===== src/rtl/frame_dispatcher.sv =====
// Egress frame dispatcher: pops tagged frames from the shared forwarding FIFO and
// replicates each one, in lockstep, into the selected per-destination FIFOs.
module frame_dispatcher #(
    parameter logic [1:0]  Port     = 2'h0,
    parameter logic [1:0]  MaxPort  = 2'h3,
    parameter logic [10:0] MaxFrame = 11'd1518
) (
    input  logic        sys_clk,
    input  logic        sys_rst,
    input  logic [8:0]  dout,
    input  logic        empty,
    output logic        rd_en,
    output logic [8:0]  port0_din,
    output logic [8:0]  port1_din,
    output logic [8:0]  port2_din,
    output logic [8:0]  port3_din,
    output logic [8:0]  nic_din,
    input  logic        port0_full,
    input  logic        port1_full,
    input  logic        port2_full,
    input  logic        port3_full,
    input  logic        nic_full,
    output logic        port0_wr_en,
    output logic        port1_wr_en,
    output logic        port2_wr_en,
    output logic        port3_wr_en,
    output logic        nic_wr_en,
    output logic [15:0] frames_fwd,
    output logic [15:0] frames_drop
);

    typedef enum logic [1:0] {
        IDLE,
        FWD,
        DROP
    } state_t;

    // Mask bits that may survive filtering: never our own port (no hairpin), never
    // an unpopulated port, always the nic.
    function automatic logic [4:0] keep_mask();
        logic [4:0] m;
        for (int i = 0; i < 4; i++) begin
            m[i] = (2'(i) != Port) && (2'(i) <= MaxPort);
        end
        m[4] = 1'b1;
        return m;
    endfunction

    localparam logic [4:0] KeepMask = keep_mask();

    state_t      state, state_next;
    logic [4:0]  mask_q, mask_next;
    logic [10:0] cnt_q, cnt_next;
    logic [4:0]  wr_q, wr_next;
    logic [8:0]  din_q, din_next;
    logic [15:0] fwd_q, drop_q;
    logic        fwd_inc, drop_inc, pop;
    logic [4:0]  full_vec;
    logic [4:0]  hdr_mask;
    logic        blocked, at_limit;

    assign full_vec = {nic_full, port3_full, port2_full, port1_full, port0_full};
    assign hdr_mask = dout[4:0] & KeepMask;
    assign blocked  = |(mask_q & full_vec);
    assign at_limit = (cnt_q == MaxFrame);

    // NOTE: every variable driven here gets a default first so no path leaves it
    // unassigned, which would otherwise infer a latch.
    always_comb begin
        state_next = state;
        mask_next  = mask_q;
        cnt_next   = cnt_q;
        wr_next    = 5'b0;
        din_next   = din_q;
        pop        = 1'b0;
        fwd_inc    = 1'b0;
        drop_inc   = 1'b0;

        case (state)
            IDLE: begin
                if (!empty) begin
                    pop = 1'b1;
                    if (dout[8]) begin
                        mask_next = hdr_mask;
                        cnt_next  = 11'd0;
                        if (|hdr_mask) begin
                            state_next = FWD;
                            fwd_inc    = 1'b1;
                        end else begin
                            state_next = DROP;
                            drop_inc   = 1'b1;
                        end
                    end
                end
            end

            FWD: begin
                if (!empty && !blocked) begin
                    if (dout[8] && at_limit) begin
                        // Oversize: leave the word in the FIFO, close the frame
                        // downstream with a synthetic end marker.
                        wr_next    = mask_q;
                        din_next   = 9'h000;
                        state_next = DROP;
                    end else begin
                        pop      = 1'b1;
                        wr_next  = mask_q;
                        din_next = dout;
                        if (dout[8]) begin
                            cnt_next = cnt_q + 11'd1;
                        end else begin
                            state_next = IDLE;
                        end
                    end
                end
            end

            DROP: begin
                if (!empty) begin
                    pop = 1'b1;
                    if (!dout[8]) begin
                        state_next = IDLE;
                    end
                end
            end

            default: state_next = IDLE;
        endcase

        rd_en = pop && !sys_rst;
    end

    // NOTE: state uses non-blocking assignments so every register samples the
    // pre-edge values computed above, independent of statement order.
    always_ff @(posedge sys_clk) begin
        if (sys_rst) begin
            state  <= IDLE;
            mask_q <= 5'b0;
            cnt_q  <= 11'd0;
            wr_q   <= 5'b0;
            din_q  <= 9'h000;
            fwd_q  <= 16'd0;
            drop_q <= 16'd0;
        end else begin
            state  <= state_next;
            mask_q <= mask_next;
            cnt_q  <= cnt_next;
            wr_q   <= wr_next;
            din_q  <= din_next;
            if (fwd_inc) begin
                fwd_q <= fwd_q + 16'd1;
            end
            if (drop_inc) begin
                drop_q <= drop_q + 16'd1;
            end
        end
    end

    // All destinations share one data register; only the strobes differ.
    assign port0_din   = din_q;
    assign port1_din   = din_q;
    assign port2_din   = din_q;
    assign port3_din   = din_q;
    assign nic_din     = din_q;
    assign port0_wr_en = wr_q[0];
    assign port1_wr_en = wr_q[1];
    assign port2_wr_en = wr_q[2];
    assign port3_wr_en = wr_q[3];
    assign nic_wr_en   = wr_q[4];
    assign frames_fwd  = fwd_q;
    assign frames_drop = drop_q;

endmodule

===== config.mk =====
export PLATFORM = sky130hd
export DESIGN_NAME = frame_dispatcher
export DESIGN_NICKNAME = d
export VERILOG_FILES = /design/src/rtl/frame_dispatcher.sv
export SDC_FILE = /design/constraint.sdc
export NUM_CORES = 1
export LEC_CHECK = 0
export CELL_PAD_IN_SITES_DETAIL_PLACEMENT = 1
export CELL_PAD_IN_SITES_GLOBAL_PLACEMENT = 1
export CORE_ASPECT_RATIO = 0.75
export CORE_MARGIN = 5
export CORE_UTILIZATION = 31
export CTS_CLUSTER_SIZE = 8
export DETAILED_ROUTE_END_ITERATION = 16
export PLACE_DENSITY = 0.86
export SKIP_CTS_REPAIR_TIMING = 1
export SLEW_MARGIN = 40
export SYNTH_ARGS = -nofsm -noshare
export SYNTH_HDL_FRONTEND = slang
export SYNTH_SLANG_ARGS = --single-unit
export TNS_END_PERCENT = 100

===== constraint.sdc =====
create_clock -name sys_clk -period 1.8 [get_ports sys_clk]
set_clock_uncertainty 0.2 [all_clocks]
set_input_delay 0.18 -clock sys_clk [delete_from_list [all_inputs] [get_ports sys_clk]]
set_output_delay 0.18 -clock sys_clk [all_outputs]
set_load 0.02 [all_outputs]

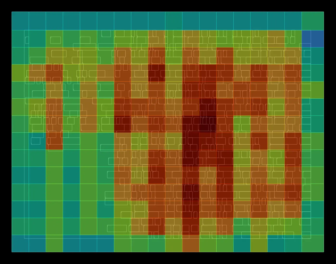
Figure 1: routing congestion.
final core utilization: 56.8%
GRT Util Overall: 17.2%
met1 usage: 19.2%
met2 Use GR: 30.3%

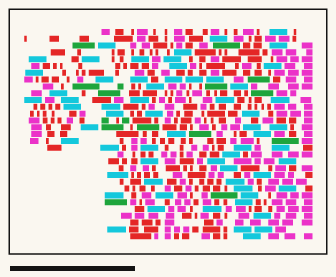
Figure 2: cell classes on the final placement.
Bar = 50 um.
colour	class	cells	share of their area
cyan	flops	62	23%
green	clock drivers and dummy loads	16	6.9%
red	combinational and other logic	255	36%
magenta	other buffers and delay cells	174	33%
fin area: 5550 sq um
register share of the cell area: 22.7%
Std-Cell Rows: 31
total core area: 9770 sq um

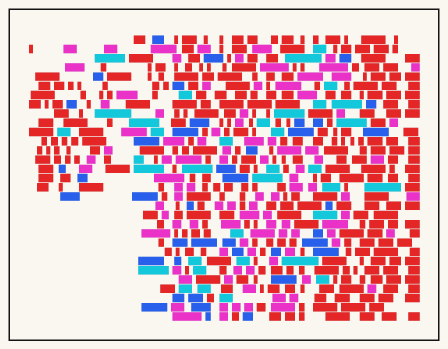
Figure 3: cells by drive strength.
colour	size	cells	share	most used
magenta	_3 and _4 cells	98	19%	buf_4
blue	_2 cells	40	7.9%	dfxtp_2
red	_0 and _1 cells	334	66%	dlymetal6s2s_1
cyan	_6 and larger	35	6.9%	buf_6
Non-clock buffers: 174
Area Growth Syn to Fin: 76.7%
setup ws final: -541 ps

==> Changelog: implementation <==
### Changed

* Result of the run: complete, but fails checks
* Failing checks: setup timing
* H-tree lvl count at 3
* Cell area leaders: dfxtp_1 (40%), buf_4 (9.1%), o21ai_0 (4.1%), nor2_1 (3.9%), xnor2_1 (3.9%)
* Post-synth regs at between 60 and 70
* Fmax at around 0.43 GHz
* Clock transition at path regs at 60 ps
* Fin crit share at 130%
* Max-area cell share at 39.5%
* Async S/R FF share, synth at 0%
* Largest net degree at the start of global routing at 35
* Worst IR Drop VDD at 0.436 mV
* HP Class: in2reg
* Antenna cells at 0
* Placed Cells at 598
* TritonCTS Buffers at 9
* Leak pwr at ~3.2 nW
* Tightest Pin Transition at slightly below 700 ps
* FP Core Util at about 32%
* Setup ws final at -541 ps
* Crit path time final at between 2000 and 2500 ps
* CP required at about 1400 ps
* Dominant flop cell: dfxtp_1
* WHS at 114 ps
* OpenROAD warning count at 30
* Hold EP: nic_din[2]$_SDFFE_PP0N_
* Final nets at approximately 520
* DR vias at around 3,500
* Starting DRC count in detailed routing at about 270
* Placed cell area at about 4400 sq um
* Initial antenna violation count at 1
* DRC at 0
* Top Ports at approximately 100
* Worst EP arrival at around 2000 ps
* Vias in the first global route at about 3,300
* Yosys cell types at between 50 and 60
* Die Wd at 126 um
* Root Driver: clkbuf_16
* IO Port Bufs at 97
* Clock share of power at 53.8%
* Worst hold path cell count at 3
* Crit Path Class: reg2out
* Fraction of layout cells with a size suffix above 1 at between 30 and 40%
* Switch share at between 20% and 30%
* DR vias/cell at about 5.5
* Final slew viol count at 0
* Int Pwr at roughly 3.1 mW
* YS chip area at about 3100 sq um
* Yosys Instances at between 300 and 400
* RSZ-0062 raised after global routing: true
* Worst-Skew Late Latency at 330 ps
* WL final at ~16,000 um
* GP Congestion at about 0.82
* HPWL Detailed at approximately 7600 um
* GRT overflow at 0
* Worst r2r path cells at 8
* Post-synth EDFFs at 0
* Crit Path Max Fanout at 3
* Switching power at roughly 0.99 mW
* Syn_area_per_cell at between 8 and 9 sq um
* Flop pwr share at between 30 and 40%
* Rel. slew slack at ~55%
* Maximum count of clock buffers along a single path at 2
* R2r setup slk at -480 ps
* Router iterations before antenna repair at 5
* Post-Synthesis Cells at about 360
* Seq/Total Area, Yosys at between 30% and 40%
* Die area at 12,300 sq um
* Remaining antenna violation count at 0
* TritonCTS Sinks at between 60 and 70
* Power Density at approximately 740 nW/um^2
* Routed WL per cell at around 25 um
* Hold Path Origin: dout[2]
* Yosys top cell by area: dfxtp_1
* Logic gate share of total power at roughly an eighth
* Endpoints failing hold at 0
* Floorplan Nets at around 380
* Post-Syn Area at ~3100 sq um
* Critical Path Start Type: flip-flop
* Finish-stage setup viols at between 60 and 70
* Worst flop-to-flop path endpoint: nic_din[1]$_SDFFE_PP0N_
* CP endpoint kind: output pin
* Die H at just under 100 um
* Yosys warnings at 0
* Tot Pwr at 4.10 mW
* Yosys top cell by instances: dfxtp_1
* CTS tree: done
* Fin cells at 639
* Worst reg2reg startpoint: mask_q[1]$_SDFFE_PP0P_
* Max-Cap Viols at 0
==> kinds of logic after synthesis <==
logic type	share of synthesized area [%]
AND-OR/OR-AND	15.1
XOR/XNOR	5.30
adder cells (fa/ha/maj)	1.59
buffers and inverters	11.6
flip-flops	39.5
multiplexers	0.677
other	0.119
AND/OR/NAND/NOR	26.1
==> metal layers <==
metal | global-route usage (%) | up-vias | wire length [um]
li1 | - | 1530 | -
met1 | 19.2 | 1747 | 6410
met2 | 30.3 | 199 | 7980
met3 | 6.26 | 58 | 1150
met4 | 5.85 | 2 | 688
met5 | 0 | - | 20
==> cell type report <==
cell class                      count  area [sq um]
Clock buffer                        9           225
Clock inverter                      7           145
Fill cell                        1033          4230
Inverter                           10          40.0
Multi-Input combinational cell    245          1920
Sequential cell                    62          1260
Tap cell                          132           165
Timing Repair Buffer              174          1790
==> per-stage QoR <==
step	worst slack, ps	setup TNS [ps]
after floorplan	-78.0	-854
after global placement	-848	-27720
after detailed placement	-866	-31150
after CTS	-986	-15730
after global routing	-592	-18160
final	-541	-14740
==> placed cells by master, fill, tap and decap left out, types with 5 or more instances in the layout <==
| master | count |
|---|---|
| dlymetal6s2s_1 | 62 |
| buf_4 | 57 |
| dfxtp_1 | 49 |
| clkdlybuf4s50_1 | 33 |
| nor2_1 | 30 |
| nand2_1 | 22 |
| buf_6 | 19 |
| nand3_1 | 16 |
| o21ai_0 | 15 |
| dfxtp_2 | 12 |
| xnor2_1 | 11 |
| o21ai_1 | 11 |
| a22o_1 | 10 |
| a21oi_1 | 10 |
| inv_1 | 9 |
| clkbuf_16 | 9 |
| a21oi_2 | 8 |
| nor3_4 | 7 |
| or3_4 | 7 |
| nand4_1 | 5 |
| nor3_2 | 5 |
| and2_1 | 5 |
| a31oi_1 | 5 |
| or3_1 | 5 |
==> sequential cells by signal, summed over array words and instances, names as in the netlist <==
name / count
nic_din: 9
cnt_q: 11
frames_fwd: 16
state: 2
mask_q: 4
frames_drop: 16
wr_q: 4
==> power by group through the flow <==
stage	clock network (mW)	logic (mW)	registers, mW
floorplan	0	0.193	1.45
global placement	0	0.356	1.44
detailed placement	0	0.368	1.44
CTS	2.19	0.374	1.41
global route	2.30	0.501	1.41
finish	2.21	0.485	1.41
==> worst max-delay path by stage <==
stage                                 startpoint                       to  slack, ps  cells past startpoint
after global placement                port1_full                    rd_en       -850                      7
final                     mask_q[1]$_SDFFE_PP0P_                    rd_en       -540                      6
after CTS                 mask_q[2]$_SDFFE_PP0P_                    rd_en       -990                      6
after detailed placement              port1_full                    rd_en       -870                      7
after global routing      mask_q[1]$_SDFFE_PP0P_                    rd_en       -590                      6
after floorplan           mask_q[1]$_SDFFE_PP0P_  nic_din[0]$_SDFFE_PP0N_        -80                      5
==> critical path, cell delays in order (launching register included) <==
cell	delay, ps
dfxtp_2	330
a22o_1	250
or2_4	280
or3_4	360
a21oi_2	140
o21ba_2	150
buf_6	110
No activity file was given, so power comes from the tool's default toggle rates.
